Fig. 1: logic cells by family
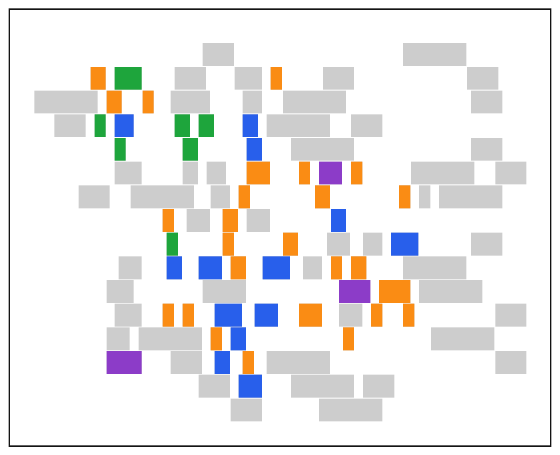
Fig. 2: where the registers sit
Scale bar: 20 um.
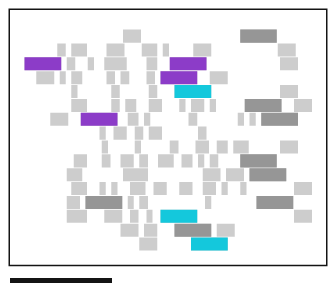
Fig. 3: track usage over the die
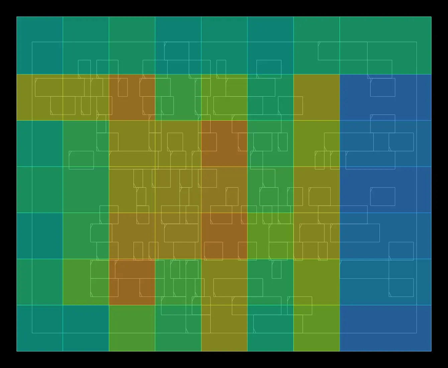
## src/rtl/mem_access_ctrl_pkg.sv

```systemverilog
// Shared encodings and output decode for the memory access controller.
// The controller and any reuse of its wait timer import this package.
package mem_access_ctrl_pkg;

    localparam int unsigned TIMEOUT_W_DEFAULT = 4;
    localparam int unsigned TIMEOUT_DEFAULT   = 15;

    typedef enum logic [2:0] {
        S_IDLE     = 3'd0,
        S_LOAD_MAR = 3'd1,
        S_RD_WAIT  = 3'd2,
        S_RD_LATCH = 3'd3,
        S_WR_WAIT  = 3'd4,
        S_DONE     = 3'd5,
        S_ERR      = 3'd6
    } state_e;

    typedef enum logic {
        OP_READ  = 1'b0,
        OP_WRITE = 1'b1
    } op_e;

    typedef struct packed {
        logic mar_in;
        logic mdr_sel;
        logic mdr_in;
        logic mem_read;
        logic mem_write;
        logic busy;
        logic done;
        logic timeout_err;
    } ctrl_out_t;

    localparam ctrl_out_t CTRL_OUT_IDLE = '{
        mar_in: 1'b0, mdr_sel: 1'b0, mdr_in: 1'b0, mem_read: 1'b0,
        mem_write: 1'b0, busy: 1'b0, done: 1'b0, timeout_err: 1'b0
    };

    // Moore output table: every strobe is a pure function of the state.
    function automatic ctrl_out_t decode_outputs(input state_e st);
        ctrl_out_t o;
        o = CTRL_OUT_IDLE;
        case (st)
            S_IDLE: begin
                o = CTRL_OUT_IDLE;
            end
            S_LOAD_MAR: begin
                o.mar_in = 1'b1;
                o.busy   = 1'b1;
            end
            S_RD_WAIT: begin
                o.mdr_sel  = 1'b1;
                o.mem_read = 1'b1;
                o.busy     = 1'b1;
            end
            S_RD_LATCH: begin
                o.mdr_sel  = 1'b1;
                o.mdr_in   = 1'b1;
                o.mem_read = 1'b1;
                o.busy     = 1'b1;
            end
            S_WR_WAIT: begin
                o.mem_write = 1'b1;
                o.busy      = 1'b1;
            end
            S_DONE: begin
                o.busy = 1'b1;
                o.done = 1'b1;
            end
            S_ERR: begin
                o.busy        = 1'b1;
                o.done        = 1'b1;
                o.timeout_err = 1'b1;
            end
            default: begin
                o = CTRL_OUT_IDLE;
            end
        endcase
        return o;
    endfunction

    function automatic logic is_wait_state(input state_e st);
        return (st == S_RD_WAIT) || (st == S_WR_WAIT);
    endfunction

endpackage

```

## src/rtl/mem_access_ctrl_if.sv

```systemverilog
// Handshake bundle between the control unit / memory side and the controller.
// The controller uses the slave view; requesters and memory drive the master view.
interface mem_access_ctrl_if #(
    parameter int unsigned TIMEOUT_W = 4
);
    logic                 req_read;
    logic                 req_write;
    logic                 mem_ready;
    logic                 mar_in;
    logic                 MDR_read;
    logic                 mdr_in;
    logic                 mem_read;
    logic                 mem_write;
    logic                 busy;
    logic                 done;
    logic                 timeout_err;
    logic [TIMEOUT_W-1:0] wait_count;

    modport master (
        output req_read, req_write, mem_ready,
        input  mar_in, MDR_read, mdr_in, mem_read, mem_write,
        input  busy, done, timeout_err, wait_count
    );

    modport slave (
        input  req_read, req_write, mem_ready,
        output mar_in, MDR_read, mdr_in, mem_read, mem_write,
        output busy, done, timeout_err, wait_count
    );
endinterface

```

## src/rtl/mem_access_ctrl_wait_timer.sv

```systemverilog
// Saturating wait-state counter with clear and enable; expired_o flags count == LIMIT.
// Generic enough to bound any ready/valid style handshake.
module mem_access_ctrl_wait_timer #(
    parameter int unsigned W     = 4,
    parameter int unsigned LIMIT = 15
) (
    input  logic         clk_i,
    input  logic         rst_i,
    input  logic         clr_i,
    input  logic         en_i,
    output logic [W-1:0] count_o,
    output logic         expired_o
);

    localparam logic [W-1:0] LIMIT_V = W'(LIMIT);
    localparam logic [W-1:0] ONE_V   = W'(1'b1);

    logic [W-1:0] count_q;
    logic [W-1:0] count_d;

    // Next count: clear has priority, then a saturating increment.
    always_comb begin
        count_d = count_q;
        if (clr_i) begin
            count_d = '0;
        end else if (en_i && (count_q != LIMIT_V)) begin
            count_d = count_q + ONE_V;
        end else begin
            count_d = count_q;
        end
    end

    // Counter register.
    always_ff @(posedge clk_i) begin
        if (rst_i) begin
            count_q <= '0;
        end else begin
            count_q <= count_d;
        end
    end

    assign count_o   = count_q;
    assign expired_o = (count_q == LIMIT_V);

endmodule

```

## src/rtl/mem_access_ctrl.sv

```systemverilog
// Moore FSM sequencing one CPU memory transaction: MAR load, memory strobe,
// ready wait bounded by a timeout, MDR latch on reads, then done/error pulse.
module mem_access_ctrl
    import mem_access_ctrl_pkg::*;
#(
    parameter int unsigned TIMEOUT_W = TIMEOUT_W_DEFAULT,
    parameter int unsigned TIMEOUT   = TIMEOUT_DEFAULT
) (
    input  logic               clock,
    input  logic               reset,
    mem_access_ctrl_if.slave   bus
);

    state_e    state_q;
    state_e    state_d;
    op_e       op_q;
    op_e       op_d;
    ctrl_out_t out_q;

    logic                 tmr_clr_s;
    logic                 tmr_en_s;
    logic                 tmr_expired_s;
    logic [TIMEOUT_W-1:0] tmr_count_s;

    // Counter restarts for every transaction and only runs while memory stalls.
    assign tmr_clr_s = (state_q == S_LOAD_MAR);
    assign tmr_en_s  = is_wait_state(state_q) && !bus.mem_ready;

    mem_access_ctrl_wait_timer #(
        .W     (TIMEOUT_W),
        .LIMIT (TIMEOUT)
    ) u_wait_timer (
        .clk_i     (clock),
        .rst_i     (reset),
        .clr_i     (tmr_clr_s),
        .en_i      (tmr_en_s),
        .count_o   (tmr_count_s),
        .expired_o (tmr_expired_s)
    );

    // Next-state logic; mem_ready is checked before expiry so a late ready still completes.
    always_comb begin
        state_d = state_q;
        op_d    = op_q;
        case (state_q)
            S_IDLE: begin
                if (bus.req_read) begin
                    state_d = S_LOAD_MAR;
                    op_d    = OP_READ;
                end else if (bus.req_write) begin
                    state_d = S_LOAD_MAR;
                    op_d    = OP_WRITE;
                end else begin
                    state_d = S_IDLE;
                end
            end
            S_LOAD_MAR: begin
                if (op_q == OP_READ) begin
                    state_d = S_RD_WAIT;
                end else begin
                    state_d = S_WR_WAIT;
                end
            end
            S_RD_WAIT: begin
                if (bus.mem_ready) begin
                    state_d = S_RD_LATCH;
                end else if (tmr_expired_s) begin
                    state_d = S_ERR;
                end else begin
                    state_d = S_RD_WAIT;
                end
            end
            S_RD_LATCH: begin
                state_d = S_DONE;
            end
            S_WR_WAIT: begin
                if (bus.mem_ready) begin
                    state_d = S_DONE;
                end else if (tmr_expired_s) begin
                    state_d = S_ERR;
                end else begin
                    state_d = S_WR_WAIT;
                end
            end
            S_DONE: begin
                state_d = S_IDLE;
            end
            S_ERR: begin
                state_d = S_IDLE;
            end
            default: begin
                state_d = S_IDLE;
            end
        endcase
    end

    // State, op and output registers; outputs are the decode of the state being entered.
    always_ff @(posedge clock) begin
        if (reset) begin
            state_q <= S_IDLE;
            op_q    <= OP_READ;
            out_q   <= CTRL_OUT_IDLE;
        end else begin
            state_q <= state_d;
            op_q    <= op_d;
            out_q   <= decode_outputs(state_d);
        end
    end

    assign bus.mar_in      = out_q.mar_in;
    assign bus.MDR_read    = out_q.mdr_sel;
    assign bus.mdr_in      = out_q.mdr_in;
    assign bus.mem_read    = out_q.mem_read;
    assign bus.mem_write   = out_q.mem_write;
    assign bus.busy        = out_q.busy;
    assign bus.done        = out_q.done;
    assign bus.timeout_err = out_q.timeout_err;
    assign bus.wait_count  = tmr_count_s;

endmodule

```

## src/flat_wrapper.sv

```systemverilog
// flat-port wrapper written by rule: the top's interface ports become plain ports
module mem_access_ctrl_flat import mem_access_ctrl_pkg::*;
#(
    parameter int unsigned TIMEOUT_W = TIMEOUT_W_DEFAULT,
    parameter int unsigned TIMEOUT   = TIMEOUT_DEFAULT
)
  (clock, reset, bus_req_read, bus_req_write, bus_mem_ready, bus_mar_in, bus_MDR_read, bus_mdr_in, bus_mem_read, bus_mem_write, bus_busy, bus_done, bus_timeout_err, bus_wait_count);
  mem_access_ctrl_if #(.TIMEOUT_W(TIMEOUT_W)) bus_i ();
  input  logic clock;
  input  logic reset;
  input wire logic [$bits(bus_i.req_read)-1:0] bus_req_read;
  input wire logic [$bits(bus_i.req_write)-1:0] bus_req_write;
  input wire logic [$bits(bus_i.mem_ready)-1:0] bus_mem_ready;
  output wire logic [$bits(bus_i.mar_in)-1:0] bus_mar_in;
  output wire logic [$bits(bus_i.MDR_read)-1:0] bus_MDR_read;
  output wire logic [$bits(bus_i.mdr_in)-1:0] bus_mdr_in;
  output wire logic [$bits(bus_i.mem_read)-1:0] bus_mem_read;
  output wire logic [$bits(bus_i.mem_write)-1:0] bus_mem_write;
  output wire logic [$bits(bus_i.busy)-1:0] bus_busy;
  output wire logic [$bits(bus_i.done)-1:0] bus_done;
  output wire logic [$bits(bus_i.timeout_err)-1:0] bus_timeout_err;
  output wire logic [$bits(bus_i.wait_count)-1:0] bus_wait_count;
  assign bus_i.req_read = bus_req_read;
  assign bus_i.req_write = bus_req_write;
  assign bus_i.mem_ready = bus_mem_ready;
  assign bus_mar_in = bus_i.mar_in;
  assign bus_MDR_read = bus_i.MDR_read;
  assign bus_mdr_in = bus_i.mdr_in;
  assign bus_mem_read = bus_i.mem_read;
  assign bus_mem_write = bus_i.mem_write;
  assign bus_busy = bus_i.busy;
  assign bus_done = bus_i.done;
  assign bus_timeout_err = bus_i.timeout_err;
  assign bus_wait_count = bus_i.wait_count;
  mem_access_ctrl #(.TIMEOUT_W(TIMEOUT_W), .TIMEOUT(TIMEOUT)) u_core (.clock(clock), .reset(reset), .bus(bus_i));
endmodule
```

## config.mk

```make
export PLATFORM = sky130hd
export DESIGN_NAME = mem_access_ctrl_flat
export DESIGN_NICKNAME = d
export VERILOG_FILES = /design/src/rtl/mem_access_ctrl_pkg.sv /design/src/rtl/mem_access_ctrl_if.sv /design/src/rtl/mem_access_ctrl_wait_timer.sv /design/src/rtl/mem_access_ctrl.sv /design/src/flat_wrapper.sv
export SDC_FILE = /design/constraint.sdc
export NUM_CORES = 1
export LEC_CHECK = 0
export CELL_PAD_IN_SITES_DETAIL_PLACEMENT = 1
export CELL_PAD_IN_SITES_GLOBAL_PLACEMENT = 1
export CORE_AREA = 2 2 60 48
export CTS_CLUSTER_DIAMETER = 50
export DETAILED_ROUTE_END_ITERATION = 10
export DIE_AREA = 0 0 62 50
export GPL_TIMING_DRIVEN = 0
export HOLD_SLACK_MARGIN = 0.06
export PLACE_DENSITY_LB_ADDON = 0.1
export REMOVE_ABC_BUFFERS = 1
export SLEW_MARGIN = 20
export SYNTH_ARGS = -nofsm -noshare
export SYNTH_HDL_FRONTEND = slang
export SYNTH_SLANG_ARGS = --single-unit
```

## constraint.sdc

```tcl
create_clock -name clock -period 2.2 [get_ports clock]
set_clock_uncertainty 0.15 [all_clocks]
set_input_delay 0.22 -clock clock [delete_from_list [all_inputs] [get_ports clock]]
set_output_delay 0.22 -clock clock [all_outputs]
set_load 0.05 [all_outputs]
```

==> job_summary.md <==
## Synthesis and layout report

| Metric | Value |
|---|---|
| Placed cells | 132 |
| Die Width | 62 um |
| Crit start category | flop |
| Iteration-0 DRC Markers | 9 |
| Area growth syn-to-layout | 29.6% |
| Top cell category | combinational gates |
| Final HPWL DP | 1320 um |
| Hold crit path type | reg2reg |
| Clock-net power | 0.161 mW |
| Number of setup violations in the final report | 0 |
| Seq pwr share | 0.394 |
| M3 GR Usage | 0.0472 |
| Clock Sinks | 15 |
| Synth Cell Area | 718 um2 |
| Filler instances | 310 |
| Mi-comb count | 64 |
| R2R depth | 5 |
| Core Util, Final | 0.372 |
| CTS tree | done |
| Worst hold margin | 408 ps |
| Vias in the first global route | 639 |
| Latency at later pin | 280 ps |
| Clock buffer depth | 2 |
| Initial antenna violation count | 0 |
| Clock buffer cells | 3 |
| Tool Warnings | 25 |
| IO Pins | 17 |
| Number of CTS-inserted buffers | 3 |
| Top cells by count | nor2_1 (16), dfxtp_1 (15), nor3_1 (7) |
| Status | complete, no violations |
| Largest net degree at the start of global routing | 17 |
| Top cells by area | dfxtp_1 (42%), nor2_1 (8.4%), nor3_1 (4.9%), or3b_1 (2.4%), xor2_1 (2.4%) |
| Critical path buffers and inverters | 0 |
| Final min period | 2110 ps |
| Origin of the critical flop-to-flop path | u_core.u_wait_timer.count_o[0] |
| Finished Cell Area | 931 um2 |
| Chip area in the Yosys report | 718 um2 |
| Area of the die | 3100 um2 |
Back to the opening pictures, Fig. 1:
[purple] AND-OR and OR-AND gates | cells: 3
[blue] inverting AOI/OAI gates | cells: 13
[green] NAND gates | cells: 7
[orange] NOR gates | cells: 26 | most used: nor2_1

Back to the opening pictures, Fig. 2:
[purple] `u_core.u_wait_timer.count_o` | flops: 4
[cyan] `u_core.state_q` | flops: 3
not coloured: 8

Back to the opening pictures, Fig. 3:
GRT met2 Usage: 0.194
routed length per placed instance: 12.5 um

Power figures rest on the tool's default switching activity, not on a simulated workload.
